**Cell area per tile**

Scale bar: 20 um. The die is cut into 12 by 12 equal tiles; black is low, pale yellow is high, 0 to 100% covered.
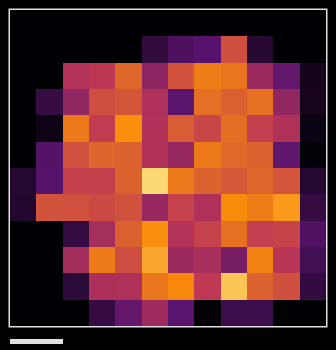
**Wires at chosen ports, followed through buffers**

Scale bar: 20 um.
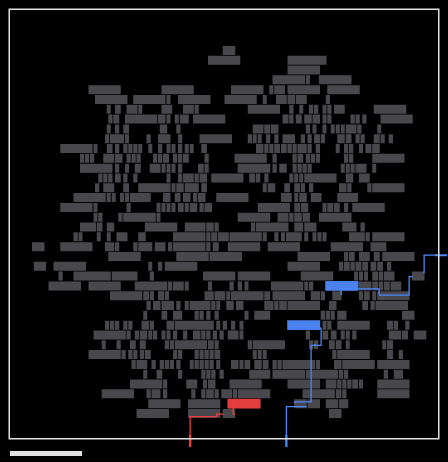
==> src/rtl/tetris_pkg.sv <==
// Shared encodings for the move scheduler: command opcodes and FSM states.
package tetris_pkg;

    typedef enum logic [1:0] {
        CMD_LEFT  = 2'b00,
        CMD_RIGHT = 2'b01,
        CMD_DROP  = 2'b10,
        CMD_GRAV  = 2'b11
    } cmd_op_t;

    typedef enum logic [1:0] {
        IDLE  = 2'b00,
        ISSUE = 2'b01,
        GAP   = 2'b10
    } sched_state_t;

endpackage

==> src/rtl/btn_conditioner.sv <==
// Raw button conditioning: 2-flop synchronizer, level debounce and a one-cycle
// pulse on each accepted 0->1 transition of the stable level.
module btn_conditioner #(
    parameter int unsigned DEBOUNCE_CYCLES = 250000
) (
    input  logic clk,
    input  logic rst_n,
    input  logic raw,
    output logic level,
    output logic rise
);
    localparam int CW = (DEBOUNCE_CYCLES > 1) ? $clog2(DEBOUNCE_CYCLES) : 1;

    logic          sync_meta;
    logic          sync_lvl;
    logic [CW-1:0] cnt;

    always_ff @(posedge clk or negedge rst_n) begin
        if (!rst_n) begin
            sync_meta <= 1'b0;
            sync_lvl  <= 1'b0;
            cnt       <= '0;
            level     <= 1'b0;
            rise      <= 1'b0;
        end else begin
            sync_meta <= raw;
            sync_lvl  <= sync_meta;
            rise      <= 1'b0;
            if (sync_lvl == level) begin
                cnt <= '0;
            end else if (cnt == CW'(DEBOUNCE_CYCLES - 1)) begin
                level <= sync_lvl;
                rise  <= sync_lvl;
                cnt   <= '0;
            end else begin
                cnt <= cnt + 1'b1;
            end
        end
    end

endmodule

==> src/rtl/move_scheduler.sv <==
// Arbitrates left/right/soft-drop buttons and gravity, issuing one command per
// valid/ready handshake during VBlank. Define MOVE_SCHED_AUTO_REPEAT_EN to enable held-button auto-repeat.
//
// state | meaning
// IDLE  | waiting for VBlank, a pending request and issue budget
// ISSUE | CmdValid high, CmdOp held until CmdReady
// GAP   | one cycle with CmdValid low after each handshake
module move_scheduler
    import tetris_pkg::*;
#(
    parameter int unsigned DEBOUNCE_CYCLES     = 250000,
    parameter int unsigned GRAVITY_FRAMES      = 30,
    parameter int unsigned CMDS_PER_FRAME      = 2,
    parameter int unsigned REPEAT_DELAY_FRAMES = 12,
    parameter int unsigned REPEAT_RATE_FRAMES  = 4
) (
    input  logic       CLK25M,
    input  logic       Reset_N,
    input  logic       buttonL,
    input  logic       buttonR,
    input  logic       buttonD,
    input  logic       VBlank,
    input  logic       FrameStart,
    input  logic       Pause,
    output logic       CmdValid,
    output logic [1:0] CmdOp,
    input  logic       CmdReady,
    output logic       Busy,
    output logic       debugLED
);
    localparam int FW = (GRAVITY_FRAMES > 1) ? $clog2(GRAVITY_FRAMES) : 1;
    localparam int IW = $clog2(CMDS_PER_FRAME + 1);

    logic [1:0]   rst_pipe;
    logic         rst_n;
    logic         level_l, level_r, level_d;
    logic         rise_l, rise_r, rise_d;
    logic [1:0]   rep_fire;
    logic         pend_l, pend_r, pend_d, pend_g;
    logic [FW-1:0] frame_cnt;
    logic [IW-1:0] issue_cnt;
    sched_state_t state;
    cmd_op_t      op_q;
    cmd_op_t      winner;
    logic         any_pend, start, handshake, grav_tick, drop_issue;

    // Async assert, synchronous release of the internal reset.
    always_ff @(posedge CLK25M or negedge Reset_N) begin
        if (!Reset_N) rst_pipe <= 2'b00;
        else          rst_pipe <= {rst_pipe[0], 1'b1};
    end
    assign rst_n = rst_pipe[1];

    btn_conditioner #(.DEBOUNCE_CYCLES(DEBOUNCE_CYCLES)) u_btn_l (
        .clk(CLK25M), .rst_n(rst_n), .raw(buttonL), .level(level_l), .rise(rise_l));
    btn_conditioner #(.DEBOUNCE_CYCLES(DEBOUNCE_CYCLES)) u_btn_r (
        .clk(CLK25M), .rst_n(rst_n), .raw(buttonR), .level(level_r), .rise(rise_r));
    btn_conditioner #(.DEBOUNCE_CYCLES(DEBOUNCE_CYCLES)) u_btn_d (
        .clk(CLK25M), .rst_n(rst_n), .raw(buttonD), .level(level_d), .rise(rise_d));

`ifdef MOVE_SCHED_AUTO_REPEAT_EN
    localparam int unsigned RMAX = (REPEAT_DELAY_FRAMES > REPEAT_RATE_FRAMES) ?
                                   REPEAT_DELAY_FRAMES : REPEAT_RATE_FRAMES;
    localparam int RW = $clog2(RMAX + 1);

    logic [1:0]    held;
    logic [1:0]    rep_run;
    logic [RW-1:0] rep_cnt [2];
    logic          unused_sig;

    assign held       = {level_r, level_l};
    assign unused_sig = level_d;

    // rep_run marks that the first delayed repeat has fired; later ones use the rate.
    always_ff @(posedge CLK25M or negedge rst_n) begin
        if (!rst_n) begin
            rep_run  <= 2'b00;
            rep_fire <= 2'b00;
            rep_cnt  <= '{default: '0};
        end else begin
            for (int i = 0; i < 2; i++) begin
                rep_fire[i] <= 1'b0;
                if (!held[i]) begin
                    rep_run[i] <= 1'b0;
                    rep_cnt[i] <= '0;
                end else if (FrameStart) begin
                    if ((!rep_run[i] && rep_cnt[i] == RW'(REPEAT_DELAY_FRAMES - 1)) ||
                        (rep_run[i] && rep_cnt[i] == RW'(REPEAT_RATE_FRAMES - 1))) begin
                        rep_fire[i] <= 1'b1;
                        rep_run[i]  <= 1'b1;
                        rep_cnt[i]  <= '0;
                    end else begin
                        rep_cnt[i] <= rep_cnt[i] + 1'b1;
                    end
                end
            end
        end
    end
`else
    logic unused_sig;

    assign rep_fire   = 2'b00;
    assign unused_sig = level_d ^ level_l ^ level_r ^
                        (REPEAT_DELAY_FRAMES != 0) ^ (REPEAT_RATE_FRAMES != 0);
`endif

    always_comb begin
        winner = CMD_RIGHT;
        if (pend_d)      winner = CMD_DROP;
        else if (pend_g) winner = CMD_GRAV;
        else if (pend_l) winner = CMD_LEFT;
    end

    assign any_pend   = pend_l | pend_r | pend_d | pend_g;
    assign start      = (state == IDLE) && VBlank && !Pause && any_pend &&
                        (issue_cnt < IW'(CMDS_PER_FRAME));
    assign handshake  = (state == ISSUE) && CmdReady;
    assign grav_tick  = FrameStart && !Pause && (frame_cnt == FW'(GRAVITY_FRAMES - 1));
    assign drop_issue = start && (winner == CMD_DROP);

    // Sticky request flags: a set in the same cycle as the clear wins.
    always_ff @(posedge CLK25M or negedge rst_n) begin
        if (!rst_n) begin
            pend_l    <= 1'b0;
            pend_r    <= 1'b0;
            pend_d    <= 1'b0;
            pend_g    <= 1'b0;
            frame_cnt <= '0;
            issue_cnt <= '0;
        end else begin
            pend_l <= (pend_l & ~(start && winner == CMD_LEFT))  | rise_l | rep_fire[0];
            pend_r <= (pend_r & ~(start && winner == CMD_RIGHT)) | rise_r | rep_fire[1];
            pend_d <= (pend_d & ~drop_issue) | rise_d;
            pend_g <= (pend_g & ~(start && winner == CMD_GRAV)) | grav_tick;

            if (drop_issue)                  frame_cnt <= '0;
            else if (grav_tick)              frame_cnt <= '0;
            else if (FrameStart && !Pause)   frame_cnt <= frame_cnt + 1'b1;

            if (FrameStart)
                issue_cnt <= '0;
            else if (handshake && issue_cnt < IW'(CMDS_PER_FRAME))
                issue_cnt <= issue_cnt + 1'b1;
        end
    end

    always_ff @(posedge CLK25M or negedge rst_n) begin
        if (!rst_n) begin
            state    <= IDLE;
            CmdValid <= 1'b0;
            op_q     <= CMD_LEFT;
            debugLED <= 1'b0;
        end else begin
            case (state)
                IDLE: if (start) begin
                    state    <= ISSUE;
                    CmdValid <= 1'b1;
                    op_q     <= winner;
                end
                ISSUE: if (CmdReady) begin
                    state    <= GAP;
                    CmdValid <= 1'b0;
                    debugLED <= ~debugLED;
                end
                GAP: state <= IDLE;
                default: begin
                    state    <= IDLE;
                    CmdValid <= 1'b0;
                end
            endcase
        end
    end

    assign CmdOp = op_q;
    assign Busy  = any_pend | (state != IDLE);

endmodule
==> config.mk <==
export PLATFORM = sky130hd
export DESIGN_NAME = move_scheduler
export DESIGN_NICKNAME = d
export VERILOG_FILES = /design/src/rtl/tetris_pkg.sv /design/src/rtl/btn_conditioner.sv /design/src/rtl/move_scheduler.sv
export SDC_FILE = /design/constraint.sdc
export NUM_CORES = 1
export LEC_CHECK = 0
export ABC_AREA = 1
export CORE_MARGIN = 3
export CORE_UTILIZATION = 35
export CTS_CLUSTER_DIAMETER = 40
export DETAILED_ROUTE_END_ITERATION = 10
export SLEW_MARGIN = 20
export SYNTH_ARGS = -nofsm -noshare
export SYNTH_HDL_FRONTEND = slang
export SYNTH_SLANG_ARGS = --single-unit
export TNS_END_PERCENT = 5
==> constraint.sdc <==
create_clock -name CLK25M -period 2.6 [get_ports CLK25M]
set_clock_uncertainty 0.15 [all_clocks]
set_input_delay 0.78 -clock CLK25M [delete_from_list [all_inputs] [get_ports CLK25M]]
set_output_delay 0.78 -clock CLK25M [all_outputs]
set_load 0.05 [all_outputs]
==> flow_summary.json <==
{
  "outcome": "finished, final reports clean",
  "ios": 14,
  "clock_sinks": 85,
  "grt_pass1_wl_um": 15600,
  "warning_count": 27,
  "crit_path_end": "CmdOp[1]",
  "p_int_w": 0.00249,
  "wl_per_cell_um": 11.7,
  "syn2layout_area_growth_pct": 15.2,
  "path_cells": "clkdlybuf4s50_1",
  "power_frac_clock_pct": 39.6,
  "crit_cells": 1,
  "syn_avg_cell_area_um2": 7.99,
  "yosysWarnings": 0,
  "comb_cells": 406,
  "cpMaxStageDelayCell": "clkdlybuf4s50_1",
  "syn_nets": 570,
  "ys_ff": 85,
  "grt_util_met3_pct": 1.96,
  "grt_pass1_vias": 3430,
  "syn_inst": 556,
  "slew_headroom_pct": 62.1,
  "flop-count": 85,
  "track_usage_pct": 13.4,
  "routed_via_density": 4.72,
  "cts_tree": "yes",
  "drv_cap": 0,
  "finalHoldViolCount": 0,
  "p_per_area_mw_per_mm2": 681,
  "dpl-instance-area_mm2": 0.00480,
  "nonClockBufferCount": 14,
  "slew_viol_final": 0,
  "clk-power_w": 0.00138,
  "rsz0062_at_grt": "no",
  "p_comb_w": 0.000576,
  "ys_cells": 556,
  "cts_root_buf": "clkbuf_16",
  "postCtsResizedCells": 0,
  "max_slew.worst_pin.slew_ns": 0.565,
  "period_minus_slack_ns": 2.44,
  "cp.arrival_ns": 1.51,
  "most_common_cell": "nor2_1",
  "worstSetupPathType": "reg2out",
  "fin_crit_sh_pct": 94.0,
  "crit_start": "CmdOp[1]",
  "comb_area_mm2": 0.00207,
  "hold_buffers": 0,
  "most-common-layout-cells": "nor2_1 (125), nand2_1 (112), dfrtp_1 (84)",
  "setup_viol": 0,
  "yosysChipArea_mm2": 0.00444,
  "leakagePower_nw": 2.25,
  "cts_max_path_buffers": 2,
  "postCtsSetupBuffers": 0,
  "synthFlopType": "dfrtp_1",
  "vias": 3561,
  "peakVddDrop_mv": 0.303,
  "dr.pass1.iters": 4,
  "yosys.area_share.simple_pct": 36.2,
  "ys_sh_aoi_pct": 2.70,
  "drt_iter0_drc": 199,
  "p_sw_share_pct": 28.6,
  "grt_max_degree": 45,
  "cts_buffers": 9,
  "r2r-end": "u_btn_r.cnt[3]",
  "edf_count": 0,
  "synthTopCellsByCount": "nor2_1 (125), nand2_1 (112), dfrtp_1 (85)",
  "die-width_um": 119,
  "yosysTopAreaCell": "dfrtp_1",
  "mux_area_share_pct": 0,
  "power_top_consumer": "registers",
  "rows": 40,
  "end_kind": "primary output",
  "cp-start-kind": "register",
  "fin_nets": 595,
  "combinationalPowerShare_pct": 16.5,
  "topCellsByArea": "dfrtp_1 (48%), nor2_1 (11%), nand2_1 (9.5%)",
  "hold_slack_ns": 0.167,
  "seq-power_w": 0.00153,
  "syn_area_mm2": 0.00444,
  "tap_cells": 168,
  "adder_share_pct": 1.41,
  "instances_no_fill": 754,
  "max_freq_mhz": 409,
  "r2r_setup_slack_ns": 0.91,
  "gp_congestion": 0.902,
  "r2r_start": "u_btn_r.cnt[0]",
  "dpl.cell_count": 738,
  "met2_length_um": 4010,
  "p_total_w": 0.00349,
  "largest_class": "sequential cells",
  "clk_pin_slew_ns": 0.06,
  "switchingPower_w": 0.000999,
  "design_area_mm2": 0.00512,
  "setup_ws_ns": 0.156,
  "pre_cts_slack_ns": 0.320,
  "lay_top_count": "nor2_1",
  "pwr-share-seq_pct": 43.9,
  "antenna_found_initial": 0,
  "area_share_nonclk_buffers_pct": 2.89,
  "ys_sh_xor_pct": 6.26,
  "top_usage_layer": "met2",
  "use_met2_pct": 21.2,
  "final-seq-area_mm2": 0.00213,
  "seq_share_pct": 41.6,
  "grt_overflow": 0,
  "nonClockInverterCount": 65,
  "wirelength_um": 8810,
  "top_logic_kind": "simple AND/OR/NAND/NOR gates",
  "cts_htree_levels": 3,
  "met1_length_um": 4310,
  "drc": 0,
  "gr-usage-met1_pct": 17.8,
  "n_antenna_cell": 0,
  "dr.max_layer_used": "met4",
  "nFillCells": 1252,
  "hold_class": "reg2async",
  "cp_top_family": "buffers and inverters",
  "netlist.area_leader.share_pct": 47.9,
  "die-area_mm2": 0.0141,
  "layout-drive-gt1-share_pct": 10.6,
  "cp_slowest_stage_delay_ns": 0.81,
  "ant_nets": 0,
  "clkbuf_count": 11,
  "die_y_um": 119,
  "cp.required_ns": 1.67,
  "synthArstFlopShare_pct": 100
}
Notes on 'cell area per tile' above:
emptiest ninth of the die: top left
mean over tiles: 35%
densest ninth of the die: middle
FP Util: 36.4%
final core utilization: 41.9%
area of the core: 0.0122 mm2

Notes on 'wires at chosen ports, followed through buffers' above:
legend:
  red:
    port: buttonR
    bits: 1
    direction: input
    edge: bottom
    end_cells: 1
    buffers: 1
    wire: 18.7 um
  blue:
    port: CmdOp
    bits: 2
    direction: output
    edge: 1 bottom, 1 right
    end_cells: 2
    buffers: 2
    wire: 79.4 um

Power and IR drop assume default switching activity.
